<file path="src/rtl/axis_pixel_gen_pkg.sv">
// -----------------------------------------------------------------------------
// axis_pixel_gen_pkg
//   Shared definitions for the AXI-Stream test-pattern pixel generator:
//   FSM state encoding, tlast placement modes and a helper that sizes the
//   x/y counters.
//   No ports (package).
// -----------------------------------------------------------------------------
package axis_pixel_gen_pkg;

  // Generator state: waiting for a frame base value, or emitting a frame.
  typedef enum logic {
    ST_IDLE   = 1'b0,
    ST_STREAM = 1'b1
  } state_e;

  // tlast placement.
  localparam int TLAST_FRAME = 0;  // tlast on the last pixel of the frame
  localparam int TLAST_ROW   = 1;  // tlast on the last pixel of every row

  // Counter width for a dimension of n elements; never narrower than 1 bit so
  // a 1-pixel dimension still yields a legal vector.
  function automatic int cnt_width(input int n);
    return (n <= 1) ? 1 : $clog2(n);
  endfunction

endpackage : axis_pixel_gen_pkg

</file>
<file path="src/rtl/axis_pixel_gen_if.sv">
// -----------------------------------------------------------------------------
// axis_pixel_gen_if
//   One AXI-Stream channel (tdata/tvalid/tready/tlast/tuser).
//   Modports:
//     master : drives tdata, tvalid, tlast, tuser; samples tready
//     slave  : samples tdata, tvalid, tlast, tuser; drives tready
//   Parameter DATA_WIDTH sets the width of tdata.
// -----------------------------------------------------------------------------
interface axis_pixel_gen_if #(
  parameter int DATA_WIDTH = 32
) ();

  logic [DATA_WIDTH-1:0] tdata;
  logic                  tvalid;
  logic                  tready;
  logic                  tlast;
  logic                  tuser;

  modport master (
    output tdata,
    output tvalid,
    output tlast,
    output tuser,
    input  tready
  );

  modport slave (
    input  tdata,
    input  tvalid,
    input  tlast,
    input  tuser,
    output tready
  );

endinterface : axis_pixel_gen_if

</file>
<file path="src/rtl/axis_xy_counter.sv">
// -----------------------------------------------------------------------------
// axis_xy_counter
//   Raster x/y position counter for a WIDTH x HEIGHT frame. x runs fastest;
//   when x reaches WIDTH-1 it wraps to 0 and y increments (y wraps after
//   HEIGHT-1). The position always names the pixel currently on the output.
//   Ports:
//     ACLK, aresetn   : clock, synchronous active-low reset (position -> 0,0)
//     clear           : restart at (0,0) (has priority over en)
//     en              : step to the next pixel
//     row_end         : current pixel is the last of its row
//     frame_end       : current pixel is the last of the frame
//     row_end_nxt     : the pixel after the current one is the last of a row
//     frame_end_nxt   : the pixel after the current one ends the frame
//   The *_nxt flags let the parent register tlast for the following pixel in
//   the same cycle it advances, so its outputs stay purely registered.
// -----------------------------------------------------------------------------
module axis_xy_counter
  import axis_pixel_gen_pkg::*;
#(
  parameter int WIDTH  = 20,
  parameter int HEIGHT = 20
) (
  input  logic ACLK,
  input  logic aresetn,
  input  logic clear,
  input  logic en,
  output logic row_end,
  output logic frame_end,
  output logic row_end_nxt,
  output logic frame_end_nxt
);

  localparam int XW = cnt_width(WIDTH);
  localparam int YW = cnt_width(HEIGHT);

  localparam logic [XW-1:0] X_LAST = XW'(WIDTH - 1);
  localparam logic [XW-1:0] X_PEN  = XW'((WIDTH >= 2) ? WIDTH - 2 : 0);
  localparam logic [YW-1:0] Y_LAST = YW'(HEIGHT - 1);
  localparam logic [YW-1:0] Y_PEN  = YW'((HEIGHT >= 2) ? HEIGHT - 2 : 0);

  logic [XW-1:0] x_q, x_d;
  logic [YW-1:0] y_q, y_d;
  logic          last_row_nxt;

  // NOTE: every variable written in an always_comb gets a default on entry;
  // a path that leaves one unassigned would infer a latch.
  always_comb begin
    x_d = x_q;
    y_d = y_q;
    if (clear) begin
      x_d = '0;
      y_d = '0;
    end else if (en) begin
      if (x_q == X_LAST) begin
        x_d = '0;
        y_d = (y_q == Y_LAST) ? '0 : y_q + 1'b1;
      end else begin
        x_d = x_q + 1'b1;
      end
    end
  end

  // NOTE: clocked state is written with non-blocking assignments so every
  // flop samples the pre-edge value of its neighbours, as the hardware does.
  always_ff @(posedge ACLK) begin
    if (!aresetn) begin
      x_q <= '0;
      y_q <= '0;
    end else begin
      x_q <= x_d;
      y_q <= y_d;
    end
  end

  assign row_end   = (x_q == X_LAST);
  assign frame_end = row_end && (y_q == Y_LAST);

  // A 1-pixel-wide frame has every pixel at a row end. Otherwise the next
  // pixel closes a row only if the current one is the second-to-last.
  assign row_end_nxt = (WIDTH == 1) || (x_q == X_PEN);

  // Row of the next pixel: moves down one when the current pixel ends a row.
  assign last_row_nxt  = row_end ? ((HEIGHT >= 2) && (y_q == Y_PEN))
                                 : (y_q == Y_LAST);
  assign frame_end_nxt = row_end_nxt && last_row_nxt;

endmodule : axis_xy_counter

</file>
<file path="src/rtl/axis_pixel_gen.sv">
// -----------------------------------------------------------------------------
// axis_pixel_gen
//   Frame generator. Accepts one base value on the slave stream, then emits a
//   WIDTH x HEIGHT frame on the master stream where pixel (x,y) carries
//   base + y*WIDTH + x (wrapping modulo 2^DATA_WIDTH). Raster order makes that
//   a plain +1 per beat, so the value is kept in a running adder.
//   Ports:
//     ACLK, aresetn : clock, synchronous active-low reset
//     s_axis        : slave stream; tdata = frame base, tlast/tuser ignored,
//                     tready high only while idle
//     m_axis        : master stream of pixels; tuser marks pixel (0,0), tlast
//                     marks the frame end (TLAST_FRAME) or each row end
//                     (TLAST_ROW)
//     frame_done    : one-cycle pulse the cycle after the last pixel handshake
//   All outputs come straight from flops.
// -----------------------------------------------------------------------------
module axis_pixel_gen
  import axis_pixel_gen_pkg::*;
#(
  parameter int DATA_WIDTH = 32,
  parameter int WIDTH      = 20,
  parameter int HEIGHT     = 20,
  parameter int TLAST_MODE = TLAST_FRAME
) (
  input  logic             ACLK,
  input  logic             aresetn,
  axis_pixel_gen_if.slave  s_axis,
  axis_pixel_gen_if.master m_axis,
  output logic             frame_done
);

  // tlast of pixel (0,0) depends only on the frame geometry.
  localparam logic FIRST_TLAST = (TLAST_MODE == TLAST_ROW) ? (WIDTH == 1)
                                 : ((WIDTH == 1) && (HEIGHT == 1));

  state_e                state_q, state_d;
  logic                  s_tready_q, s_tready_d;
  logic                  m_tvalid_q, m_tvalid_d;
  logic [DATA_WIDTH-1:0] m_tdata_q,  m_tdata_d;
  logic                  m_tlast_q,  m_tlast_d;
  logic                  m_tuser_q,  m_tuser_d;
  logic                  frame_done_q, frame_done_d;

  logic s_hs;
  logic m_hs;
  logic frame_end;
  logic row_end_nxt;
  logic frame_end_nxt;
  logic unused_sigs;
  logic unused_row_end;

  // s_tready is only ever high in IDLE, so s_hs doubles as "start a frame".
  assign s_hs = s_tready_q && s_axis.tvalid;
  assign m_hs = m_tvalid_q && m_axis.tready;

  axis_xy_counter #(
    .WIDTH  (WIDTH),
    .HEIGHT (HEIGHT)
  ) u_xy (
    .ACLK          (ACLK),
    .aresetn       (aresetn),
    .clear         (s_hs),
    .en            (m_hs),
    .row_end       (unused_row_end),
    .frame_end     (frame_end),
    .row_end_nxt   (row_end_nxt),
    .frame_end_nxt (frame_end_nxt)
  );

  // ---------------------------------------------------------------------------
  // FSM: state register
  // ---------------------------------------------------------------------------
  always_ff @(posedge ACLK) begin
    if (!aresetn) state_q <= ST_IDLE;
    else          state_q <= state_d;
  end

  // ---------------------------------------------------------------------------
  // FSM: next state
  // ---------------------------------------------------------------------------
  always_comb begin
    state_d = state_q;
    unique case (state_q)
      ST_IDLE:   if (s_hs)              state_d = ST_STREAM;
      ST_STREAM: if (m_hs && frame_end) state_d = ST_IDLE;
      default:                          state_d = ST_IDLE;
    endcase
  end

  // ---------------------------------------------------------------------------
  // FSM: outputs (next values of the output flops)
  // ---------------------------------------------------------------------------
  always_comb begin
    // Handshake flags follow the state being entered, so they change in the
    // same cycle as the state itself.
    s_tready_d   = (state_d == ST_IDLE);
    m_tvalid_d   = (state_d == ST_STREAM);
    // Pixel fields hold unless a handshake moves them on; this keeps them
    // stable while the consumer stalls.
    m_tdata_d    = m_tdata_q;
    m_tlast_d    = m_tlast_q;
    m_tuser_d    = m_tuser_q;
    frame_done_d = 1'b0;

    if (s_hs) begin
      m_tdata_d = s_axis.tdata;
      m_tuser_d = 1'b1;
      m_tlast_d = FIRST_TLAST;
    end else if (m_hs) begin
      m_tuser_d = 1'b0;
      if (frame_end) begin
        m_tlast_d    = 1'b0;
        frame_done_d = 1'b1;
      end else begin
        m_tdata_d = m_tdata_q + 1'b1;
        m_tlast_d = (TLAST_MODE == TLAST_ROW) ? row_end_nxt : frame_end_nxt;
      end
    end
  end

  // ---------------------------------------------------------------------------
  // Output registers
  // ---------------------------------------------------------------------------
  always_ff @(posedge ACLK) begin
    if (!aresetn) begin
      s_tready_q   <= 1'b0;
      m_tvalid_q   <= 1'b0;
      m_tdata_q    <= '0;
      m_tlast_q    <= 1'b0;
      m_tuser_q    <= 1'b0;
      frame_done_q <= 1'b0;
    end else begin
      s_tready_q   <= s_tready_d;
      m_tvalid_q   <= m_tvalid_d;
      m_tdata_q    <= m_tdata_d;
      m_tlast_q    <= m_tlast_d;
      m_tuser_q    <= m_tuser_d;
      frame_done_q <= frame_done_d;
    end
  end

  assign s_axis.tready = s_tready_q;
  assign m_axis.tvalid = m_tvalid_q;
  assign m_axis.tdata  = m_tdata_q;
  assign m_axis.tlast  = m_tlast_q;
  assign m_axis.tuser  = m_tuser_q;
  assign frame_done    = frame_done_q;

  // The base-value stream carries no framing information for this block.
  assign unused_sigs = s_axis.tlast ^ s_axis.tuser ^ unused_row_end;

endmodule : axis_pixel_gen

</file>
<file path="src/flat_wrapper.sv">
// flat-port wrapper written by rule: the top's interface ports become plain ports
module axis_pixel_gen_flat import axis_pixel_gen_pkg::*;
#(
  parameter int DATA_WIDTH = 32,
  parameter int WIDTH      = 20,
  parameter int HEIGHT     = 20,
  parameter int TLAST_MODE = TLAST_FRAME
)
  (ACLK, aresetn, frame_done, s_axis_tdata, s_axis_tvalid, s_axis_tlast, s_axis_tuser, s_axis_tready, m_axis_tdata, m_axis_tvalid, m_axis_tlast, m_axis_tuser, m_axis_tready);
  axis_pixel_gen_if #(.DATA_WIDTH(DATA_WIDTH)) s_axis_i ();
  axis_pixel_gen_if #(.DATA_WIDTH(DATA_WIDTH)) m_axis_i ();
  input  logic ACLK;
  input  logic aresetn;
  output logic frame_done;
  input wire logic [$bits(s_axis_i.tdata)-1:0] s_axis_tdata;
  input wire logic [$bits(s_axis_i.tvalid)-1:0] s_axis_tvalid;
  input wire logic [$bits(s_axis_i.tlast)-1:0] s_axis_tlast;
  input wire logic [$bits(s_axis_i.tuser)-1:0] s_axis_tuser;
  output wire logic [$bits(s_axis_i.tready)-1:0] s_axis_tready;
  output wire logic [$bits(m_axis_i.tdata)-1:0] m_axis_tdata;
  output wire logic [$bits(m_axis_i.tvalid)-1:0] m_axis_tvalid;
  output wire logic [$bits(m_axis_i.tlast)-1:0] m_axis_tlast;
  output wire logic [$bits(m_axis_i.tuser)-1:0] m_axis_tuser;
  input wire logic [$bits(m_axis_i.tready)-1:0] m_axis_tready;
  assign s_axis_i.tdata = s_axis_tdata;
  assign s_axis_i.tvalid = s_axis_tvalid;
  assign s_axis_i.tlast = s_axis_tlast;
  assign s_axis_i.tuser = s_axis_tuser;
  assign s_axis_tready = s_axis_i.tready;
  assign m_axis_tdata = m_axis_i.tdata;
  assign m_axis_tvalid = m_axis_i.tvalid;
  assign m_axis_tlast = m_axis_i.tlast;
  assign m_axis_tuser = m_axis_i.tuser;
  assign m_axis_i.tready = m_axis_tready;
  axis_pixel_gen #(.DATA_WIDTH(DATA_WIDTH), .WIDTH(WIDTH), .HEIGHT(HEIGHT), .TLAST_MODE(TLAST_MODE)) u_core (.ACLK(ACLK), .aresetn(aresetn), .s_axis(s_axis_i), .m_axis(m_axis_i), .frame_done(frame_done));
endmodule
</file>
<file path="config.mk">
export PLATFORM = sky130hd
export DESIGN_NAME = axis_pixel_gen_flat
export DESIGN_NICKNAME = d
export VERILOG_FILES = /design/src/rtl/axis_pixel_gen_pkg.sv /design/src/rtl/axis_pixel_gen_if.sv /design/src/rtl/axis_xy_counter.sv /design/src/rtl/axis_pixel_gen.sv /design/src/flat_wrapper.sv
export SDC_FILE = /design/constraint.sdc
export NUM_CORES = 1
export LEC_CHECK = 0
export CORE_MARGIN = 8
export CORE_UTILIZATION = 54
export CTS_BUF_LIST = sky130_fd_sc_hd__clkbuf_8
export DETAILED_ROUTE_END_ITERATION = 12
export PLACE_DENSITY = 0.88
export SYNTH_ARGS = -nofsm -noshare
export SYNTH_HDL_FRONTEND = slang
export SYNTH_SLANG_ARGS = --single-unit
</file>
<file path="constraint.sdc">
create_clock -name ACLK -period 3.8 [get_ports ACLK]
set_input_delay 0.38 -clock ACLK [delete_from_list [all_inputs] [get_ports ACLK]]
set_output_delay 0.38 -clock ACLK [all_outputs]
set_load 0.02 [all_outputs]
</file>
==> impl_metrics.ini, run 1 <==
; implementation run metrics
[logic_synthesis]
synthArstFlopShare_pct = 0
ys_types = 51
synth.area.top_cells = dfxtp_1 (34%), o21ai_0 (5.8%), a211oi_1 (4.9%), nand3_1 (3.4%), a21oi_1 (3.2%)
top_cell_area_share_pct = 33.78
ys_cells = 342
synth-warning-count = 0
synth-seq-area-share_pct = 33.78
syn_nets = 385
top_area_cell = dfxtp_1
enable_flop_cells = 0
ff_type = dfxtp_1
netlist_area_mm2 = 0.002785
syn_inst = 342
ys_area_mm2 = 0.002785

[grt]
overflow = 0
grt_max_degree = 35
grt_pass1_vias = 2770
grt_pass1_wl_um = 13410

[power_and_ir_drop]
p_int_mw = 0.7462
power_density_mw_per_mm2 = 295.2
power_frac_comb_pct = 19.5
power_switching_share_pct = 29.30
pwr-share-seq_pct = 52.5
vdd_drop_max_uv = 179.7
leakage_nw = 1.142

[clock_tree]
cts_tree = done
hold_buffers = 0
postCtsSetupBuffers = 0
clk_pin_slew_worst_paths_ps = 90
root_buffer = clkbuf_8
htree_levels = 2
cts.sinks = 47
cts_buffers = 5

[placement]
routabilityCongestion = 0.8414
port_buffers = 72
dp.cells = 461
dp_hpwl_um = 5783
pre_cts_ws_ps = 1272

[setup_path]
r2r_end = u_core.m_axis.tdata[9]
worstPathMaxFanout = 16
reg2regPathDepth = 5
cp.arrival_ps = 2660
r2r-start = u_core.u_xy.y_q[1]
crit_type = flop to flop
end_kind = flop
cp-start-kind = flop
regToRegSetupSlack_ps = 1370

[timing]
max_clock_freq_mhz = 411.4
period_needed_ps = 2431
worstMarginPinSlew_ps = 1085
setup_violations = 0
max-slew-margin-rel_pct = 27.18
setup_slack_ps = 1369
setup_tns_ps = 0
min_period_over_period_pct = 63.96
hold_viol_final = 0
rsz0062_at_grt = false

[floorplanning]
rows = 26
fp_util_pct = 55.24
die_height_um = 87.82
die_area_mm2 = 0.007711
num_io_pins = 75
die_w_um = 87.82
core_mm2 = 0.005042

[hold_path]
hold_path.class = flop to flop
whs_path_depth = 2
worstHoldStart = u_core.m_axis.tlast

[routing]
antenna_left = 0
drc = 0
avgRoutedWirePerCell_um = 17.38
drt_wl_total_um = 8151
vias = 3006
drtPass1Iterations = 4
via_per_inst = 6.409

[cells_and_area]
lay_top_cells = clkdlybuf4s50_1 (72), dfxtp_1 (47), o21ai_0 (32)
finalNetCount = 441
final_cells = 469
antenna_cells = 0
area_delta_synth_final_pct = 28.35
drive_gt1_share_pct = 4.762
fin_util_pct = 70.89

[flow_run]
drv_cap = 0
openroad.warnings = 30

[run_status]
status = finished clean
run 1: power groups by stage:
stage / clock [mW] / sequential [mW] / combinational, mW
6_report: 0.295 / 0.554 / 0.206
5_1_grt: 0.318 / 0.559 / 0.222
4_1_cts: 0.294 / 0.553 / 0.207
3_5_place_dp: 0 / 0.565 / 0.206
3_3_place_gp: 0 / 0.564 / 0.202
2_1_floorplan: 0 / 0.586 / 0.0743
run 1: stage by stage:
step / area [µm²] / total power [mW]
after CTS: 3575 / 1.054
after detailed placement: 3493 / 0.7703
after global routing: 3575 / 1.099
final: 3575 / 1.055
after floorplan: 2785 / 0.6606
after global placement: 3493 / 0.7653
run 1: critical path, cell delays in order (launching register included):
cell	delay, ps
dfxtp_1	390
ha_1	290
nand4bb_1	320
o21ai_1	950
o21ai_0	230
a31oi_1	190
run 1: layout make-up:
type                    count  area [µm²]
fillers                   426        1468
repair buffers             75       743.2
multi-input cells         263        1699
flip-flops and latches     47       940.9
well taps                  70       87.58
clock inverters             3       12.51
clock buffers               5       68.82
inverters                   6       22.52
run 1: layer usage:
| metal | routed length [µm] | part of all wire (%) | vias up | GRT usage (%) |
|---|---|---|---|---|
| li1 | - | - | 1438 | - |
| met1 | 3472 | 43 | 1429 | 26.93 |
| met2 | 4004 | 49 | 129 | 35.64 |
| met3 | 580 | 7.1 | 10 | 4.409 |
| met4 | 94 | 1.2 | 0 | 5.781 |
| met5 | 0 | 0 | - | 0 |
run 1: worst max-delay path by stage:
stage | start | to | slack [ps] | cells after the start
2_1_floorplan | u_core.m_axis.tdata[11] | u_core.m_axis.tdata[23] | 1850 | 5
3_3_place_gp | m_axis_tready | u_core.m_axis.tdata[13] | 1310 | 5
3_5_place_dp | m_axis_tready | u_core.m_axis.tdata[17] | 1270 | 5
4_1_cts | u_core.u_xy.y_q[1] | u_core.m_axis.tdata[9] | 1410 | 5
5_1_grt | u_core.u_xy.y_q[0] | u_core.m_axis.tdata[9] | 1170 | 5
6_report | u_core.u_xy.y_q[1] | u_core.m_axis.tdata[9] | 1370 | 5
run 1: cells in the mapped netlist, drive strengths merged (2+ instances only):
cell type and instances:
o21ai 33, ha 5, a31oi 10, nor4 10, or3 4, and4 8, and3 8, nand4 15
or4 9, inv 6, a211o 8, nand3 19, buf 6, clkbuf 20, nor3 10, xor2 3
nor3b 2, nor2b 4, dfxtp 47, nand4bb 2, and2 4, nor2 22, a311oi 2, a211oi 19
nand2 15, o211a 2, mux2i 2, o31ai 7, xnor2 8, a21oi 18
run 1: registers in the layout, summed over array words and instances (netlist names):
name                  flops
u_core.m_axis.tlast       1
u_core.state_q            1
u_core.u_xy.x_q           5
u_core.u_xy.y_q           5
u_core.s_axis.tready      1
u_core.m_axis.tuser       1
u_core.frame_done         1
u_core.m_axis.tdata      32
run 1: logic make-up after synthesis:
group           count (synthesis)  share of synthesized area [%]
fa+ha+maj                       5                          2.246
xor+xnor                       11                          3.459
flops                          47                          33.78
mux                             2                         0.7188
buf+inv                        32                          5.211
simple gates                  136                          28.98
compound gates                109                          25.61
Run 1, logic cells by family:
Bar = 20 µm.
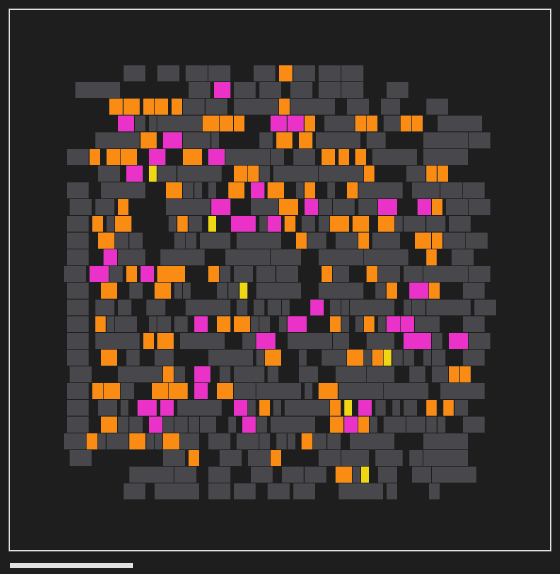
| family | color | cells |
|---|---|---|
| and/or cells | magenta | 36 |
| aoi and oai cells | orange | 94 |
| inv cells | yellow | 6 |
highest-count logic cell in the final layout: clkdlybuf4s50_1
Comb/total area: 47.53%

Run 1, clock wiring as the flow saved it:
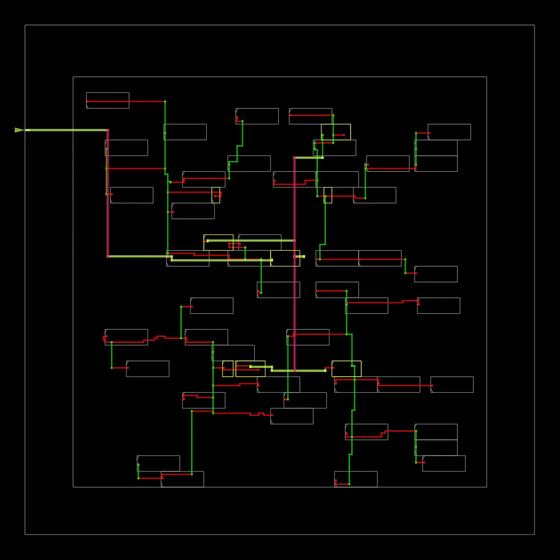
Max Clock Skew: 6.902 ps
clock latency on the worst-skew pair: 300 ps

Run 1, cell classes on the final placement:
Bar = 20 µm.
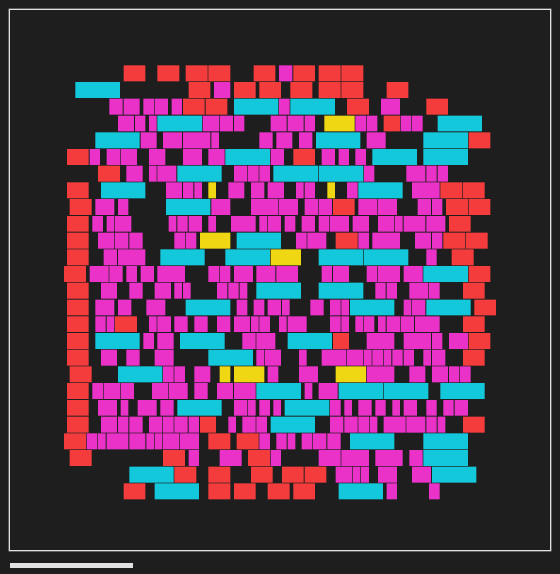
| class | color | cells | share of their area |
|---|---|---|---|
| clock drivers and dummy loads | yellow | 8 | 2.3% |
| remaining buffers and delay cells | red | 75 | 21% |
| combinational and other logic | magenta | 269 | 49% |
| sequential cells | cyan | 47 | 27% |
Seq area share: 26.32%
final instance area: 0.003575 mm²

Run 1, clock distribution:
Bar = 20 µm.
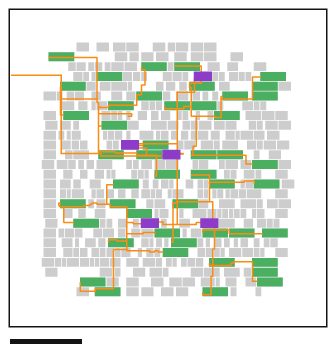
[clock wires] orange | length: 602 µm
[clock drivers] purple | count: 5
[flip-flops] green | count: 47
routed clock nets: 6
Clock Power: 0.295 mW
clock power share: 27.9%

Run 1, supply network:
Pins as bars on the die edge. Tap cells in gray.
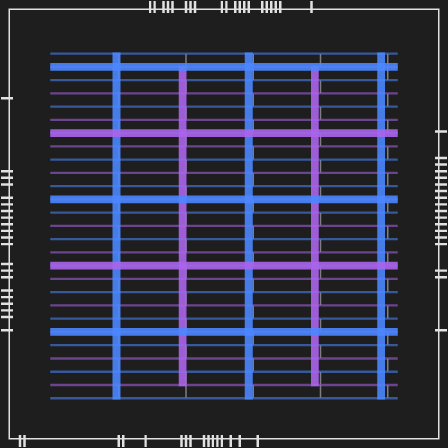

==> inputs of run 2 (changes only) <==
- CORE_UTILIZATION: 54 -> 50
- PLACE_DENSITY: 0.88 -> 0.82
- clock period: 3.8 -> 2.5 ns (I/O delays scaled with it)
Run 2, supply network:
Pins as bars on the die edge. Tap cells in gray.
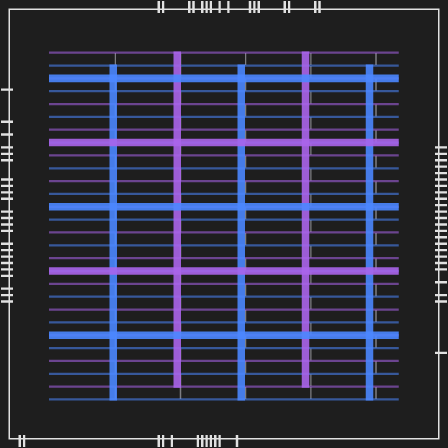
| net | color |
|---|---|
| VSS | blue |
| VDD | purple |
signal pins: 75
tap cells: 72
maximum vdd drop: 249.1 µV
Die X: 90.64 µm
area of the core: 0.005439 mm²
DIE HEIGHT: 90.64 µm

==> impl_metrics.ini, run 2 <==
; implementation run metrics
[run_status]
status = finished clean

[cells_and_area]
lay_top_cells = clkdlybuf4s50_1 (72), dfxtp_1 (47), o21ai_0 (32)
fillers = 457
antenna_cells = 0
fin_area_mm2 = 0.003665
largest_register_ffs = 32
register_area_um2 = 940.9
finalNetCount = 451

[placement]
dp_hpwl_um = 5944
post_dp_cell_area_mm2 = 0.003583
port_buffers = 72

[setup_path]
cp.arrival_ps = 2480
cpPeakStageDelay_ps = 820
crit_type = flop to flop
slowest_stage = o21ai_1
worstPathMaxFanout = 14
cp-start-kind = flop
path_cells = ha_1, nand4bb_1, o21ai_1, buf_4, nor4_1, a211oi_1

[timing]
period_needed_ps = 2268
max_clock_freq_mhz = 440.9
setup_tns_ps = 0
hold_viol_final = 0
worstMarginPinSlew_ps = 1010
finClkSkew_ps = 6.007
min_period_over_period_pct = 90.72

[clock_tree]
cts.sinks = 47
hold_buffers = 0
clk_latency_ps = 310
root_buffer = clkbuf_8
htree_levels = 2
cts_buffers = 5

[floorplanning]
rows = 27

[grt]
overflow = 0
grt_pass1_wl_um = 13890
grt_pass1_vias = 2884
grt_max_degree = 37

[logic_synthesis]
ys_types = 51
top_cell_area_share_pct = 33.78
synth.area.top_cells = dfxtp_1 (34%), o21ai_0 (5.8%), a211oi_1 (4.9%), nand3_1 (3.4%), a21oi_1 (3.2%)
synth-seq-area-share_pct = 33.78
ys_cells = 342
ys_area_mm2 = 0.002785
synthArstFlopShare_pct = 0
most_common_cell = dfxtp_1
ff_type = dfxtp_1
top_area_cell = dfxtp_1

[routing]
vias = 2971
avgRoutedWirePerCell_um = 17.09
wl_met3_um = 612
routed.top_layer = met4
via_per_inst = 6.177
antenna_left = 0
drt_wl_total_um = 8222
met1Wirelength_um = 3695
drtPass1Iterations = 4

[power_and_ir_drop]
power_density_mw_per_mm2 = 440.0
leakage_nw = 1.197

[flow_run]
drv_cap = 0
openroad.warnings = 30
-- run 2: cell counts after synthesis --
Identical to the previous run, type by type.
-- run 2: path summary, 6_finish.rpt --
check / end / depth (start not counted) / slack (ps) / start
setup / recovery: u_core.m_axis.tdata[31] / 6 / 230 / u_core.u_xy.y_q[1]
setup reg to reg: u_core.m_axis.tdata[31] / 6 / 230 / u_core.u_xy.y_q[1]
hold reg to reg: u_core.m_axis.tlast / 2 / 470 / u_core.m_axis.tlast
hold / removal: u_core.m_axis.tlast / 2 / 470 / u_core.m_axis.tlast
-- run 2: logic make-up (layout without fill, tap and decap cells) --
| kind of cell | count (synthesis) | count (layout) | share of synthesized area [%] |
|---|---|---|---|
| and+or+nand+nor | 136 | 136 | 28.98 |
| buffers and inverters | 32 | 99 | 5.211 |
| xor gates and xnor gates | 11 | 11 | 3.459 |
| muxes | 2 | 2 | 0.7188 |
| AOI/OAI and AO/OA | 109 | 109 | 25.61 |
| DFF | 47 | 47 | 33.78 |
| adders and majority gates | 5 | 5 | 2.246 |
-- run 2: final cells by class --
class                      count  share of cell area (%)
tap                           72                   2.458
clock inverter                 3                  0.3414
inverter                       6                  0.6145
sequential                    47                   25.67
timing repair buffer          85                   22.67
clock buffer                   5                   1.878
multi-input combinational    263                   46.36
-- run 2: metal layers --
layer / vias up / GRT usage [%]
met5: - / 0
met4: 0 / 6.380
met3: 6 / 5.736
met2: 102 / 31.85
met1: 1411 / 24.86
li1: 1452 / -
-- run 2: through the flow --
| step | setup slack (ps) | utilization [%] | total power, mW | hold slack (ps) |
|---|---|---|---|---|
| final | 232.0 | 67.38 | 1.612 | 473.7 |
| after global routing | 71.73 | 67.38 | 1.682 | 531.6 |
| after CTS | 287.9 | 67.38 | 1.615 | 473.3 |
| after detailed placement | 273.7 | 65.88 | 1.182 | 461.1 |
| after global placement | 320.1 | 65.88 | 1.174 | 447.9 |
| after floorplan | 553.7 | - | 1.004 | 380.4 |
-- run 2: power breakdown --
group | switching [mW] | internal [mW]
registers | 0.0548 | 0.787
logic | 0.158 | 0.167
clock network | 0.258 | 0.189
-- run 2: critical path, delay by kind of cell (launching register included) --
| family | cells | cell delay, ps |
|---|---|---|
| AOI/OAI and AO/OA | 2 | 1040 |
| DFF | 1 | 390 |
| adders and majority gates | 1 | 270 |
| buffers and inverters | 1 | 250 |
| and+or+nand+nor | 2 | 210 |
Run 2, clock wiring as the flow saved it:
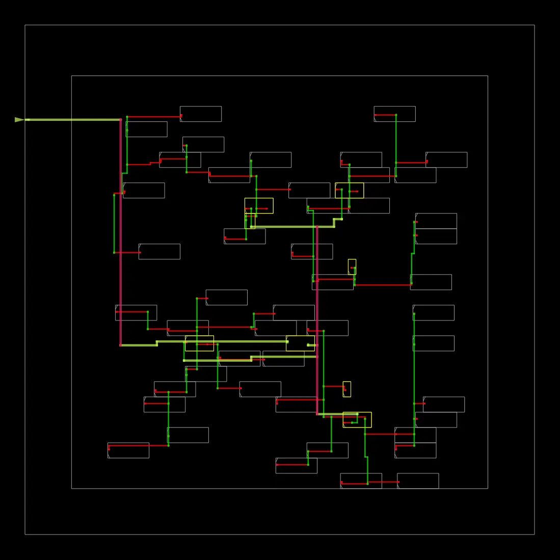

==> inputs of run 3 (changes only) <==
- CORE_UTILIZATION: 50 -> 60
- CTS_CLUSTER_DIAMETER: unset -> 120
- DONT_BUFFER_PORTS: unset -> 1
- PLACE_DENSITY: 0.82 -> 0.76
Run 3, clock wiring as the flow saved it:
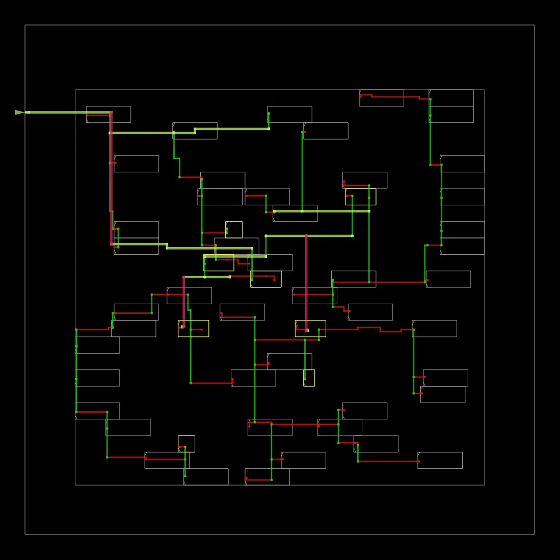
Seq cells: 47
clock latency on the worst-skew pair: 310 ps
clock buffer count from CTS: 5
Sinks on Clock Net: 47
Max Clock Skew: 11.18 ps

==> impl_metrics.ini, run 3 <==
; implementation run metrics
[run_status]
status = finished clean

[routing]
avgRoutedWirePerCell_um = 18.85
drtPass1Iterations = 4
drt_wl_total_um = 7447
via_per_inst = 6.927
vias = 2736
antenna_left = 0
drc = 0
drtIter0Drc = 222

[logic_synthesis]
top_cell_area_share_pct = 33.78
most_common_cell = dfxtp_1
ys_cells = 342
syn_nets = 385
synth-warning-count = 0
synth.area.top_cells = dfxtp_1 (34%), o21ai_0 (5.8%), a211oi_1 (4.9%), nand3_1 (3.4%), a21oi_1 (3.2%)
synth-seq-area-share_pct = 33.78
synthArstFlopShare_pct = 0
top_area_cell = dfxtp_1
ys_types = 51
enable_flop_cells = 0
ys_area_mm2 = 0.002785
ff_type = dfxtp_1
netlist_area_mm2 = 0.002785
top_cells_by_count = dfxtp_1 (47), o21ai_0 (32), nor2_1 (22)
syn_inst = 342

[floorplanning]
die_area_mm2 = 0.007078
rows = 24
core_mm2 = 0.004414
die_height_um = 84.13
fp_util_pct = 63.10
die_w_um = 84.13
num_io_pins = 75

[cells_and_area]
drive_gt1_share_pct = 11.08
lay_top_cells = dfxtp_1 (47), o21ai_0 (32), nor2_1 (22)
area_delta_synth_final_pct = 6.334
fin_area_mm2 = 0.002962
layout_top_cell = dfxtp_1
largest_register_ffs = 32
finalNetCount = 385
antenna_cells = 0

[power_and_ir_drop]
vdd_drop_max_uv = 345.9
power_density_mw_per_mm2 = 510.5
p_int_mw = 1.051
power_switching_share_pct = 30.50
power_frac_comb_pct = 12.0
power_switching_mw = 0.4611
clkPwrFrac_pct = 31.1
leakage_nw = 0.9492
pwr-share-seq_pct = 56.9

[setup_path]
cpPeakStageDelay_ps = 690
cp-start-kind = flop
crit_buf_inv = 0
worstPathMaxFanout = 18
crit_type = flop to flop
path_delay_family = simple AND/OR/NAND/NOR gates
end_kind = flop
cp.arrival_ps = 2380
path_cells = nand4_2, or4_4, or4_1, nand3_1
slowest_stage = or4_4

[clock_tree]
htree_levels = 2
postCtsSetupBuffers = 0
clk_pin_slew_worst_paths_ps = 100
hold_buffers = 0
cts_tree = done
root_buffer = clkbuf_8

[placement]
routabilityCongestion = 0.8288
post_dp_cell_area_mm2 = 0.002873
dp_hpwl_um = 5264
port_buffers = 0

[timing]
setup_violations = 0
max_clock_freq_mhz = 468.1
hold_viol_final = 0
max-slew-margin-rel_pct = 40.02
period_needed_ps = 2136
setup_tns_ps = 0
worstMarginPinSlew_ps = 899.7
rsz0062_at_grt = false
min_period_over_period_pct = 85.45

[flow_run]
drv_cap = 0
openroad.warnings = 30

[grt]
grt_max_degree = 43
grt_pass1_vias = 2425
overflow = 0
grt_pass1_wl_um = 12300

[hold_path]
hold_path.class = input port to flop
-- run 3: cell counts after synthesis --
Identical to the previous run, type by type.
-- run 3: worst paths after layout --
kind,start,endpoint,slack (ps),cells past startpoint
hold reg to reg,u_core.u_xy.x_q[1],u_core.u_xy.x_q[1],540,2
hold / removal,s_axis_tdata[7],u_core.m_axis.tdata[7],70,2
setup reg to reg,u_core.m_axis.tdata[11],u_core.m_axis.tdata[23],360,4
setup / recovery,u_core.m_axis.tdata[11],u_core.m_axis.tdata[23],360,4
-- run 3: layout make-up --
type	count	area, µm²
inverter	6	22.52
clock buffer	5	68.82
fill	380	1453
sequential	47	940.9
tap	52	65.06
clock inverter	3	20.02
multi-input combinational	263	1702
timing repair buffer	19	142.6
-- run 3: power groups by stage --
stage | registers, mW | clock network [mW] | logic [mW]
after floorplan | 0.891 | 0 | 0.113
after global placement | 0.877 | 0 | 0.176
after detailed placement | 0.878 | 0 | 0.180
after CTS | 0.861 | 0.476 | 0.181
after global routing | 0.868 | 0.509 | 0.203
final | 0.860 | 0.471 | 0.181
-- run 3: metal layers --
metal,vias up,part of all wire [%],global-route usage (%)
li1,1327,-,-
met5,-,0,0
met1,1298,44,26.81
met2,101,45,29.74
met4,0,1.4,6.122
met3,10,9.5,7.246
-- run 3: cells by family after synthesis --
group	after synthesis	synth area share (%)
fa+ha+maj	5	2.246
buf+inv	32	5.211
compound gates	109	25.61
xor+xnor	11	3.459
simple gates	136	28.98
mux	2	0.7188
flops	47	33.78
-- run 3: metrics by stage --
stage	std cells	setup slack [ps]	hold WS, ps	total power [mW]	utilization, %
2_1_floorplan	342	553.7	380.4	1.004	-
3_3_place_gp	387	421.2	380.6	1.053	65.08
3_5_place_dp	387	406.4	381.0	1.058	65.08
4_1_cts	395	365.3	64.53	1.518	67.09
5_1_grt	395	269.3	53.14	1.579	67.09
6_report	395	363.7	72.32	1.512	67.09
Power figures rest on the tool's default switching activity, not on a simulated workload.
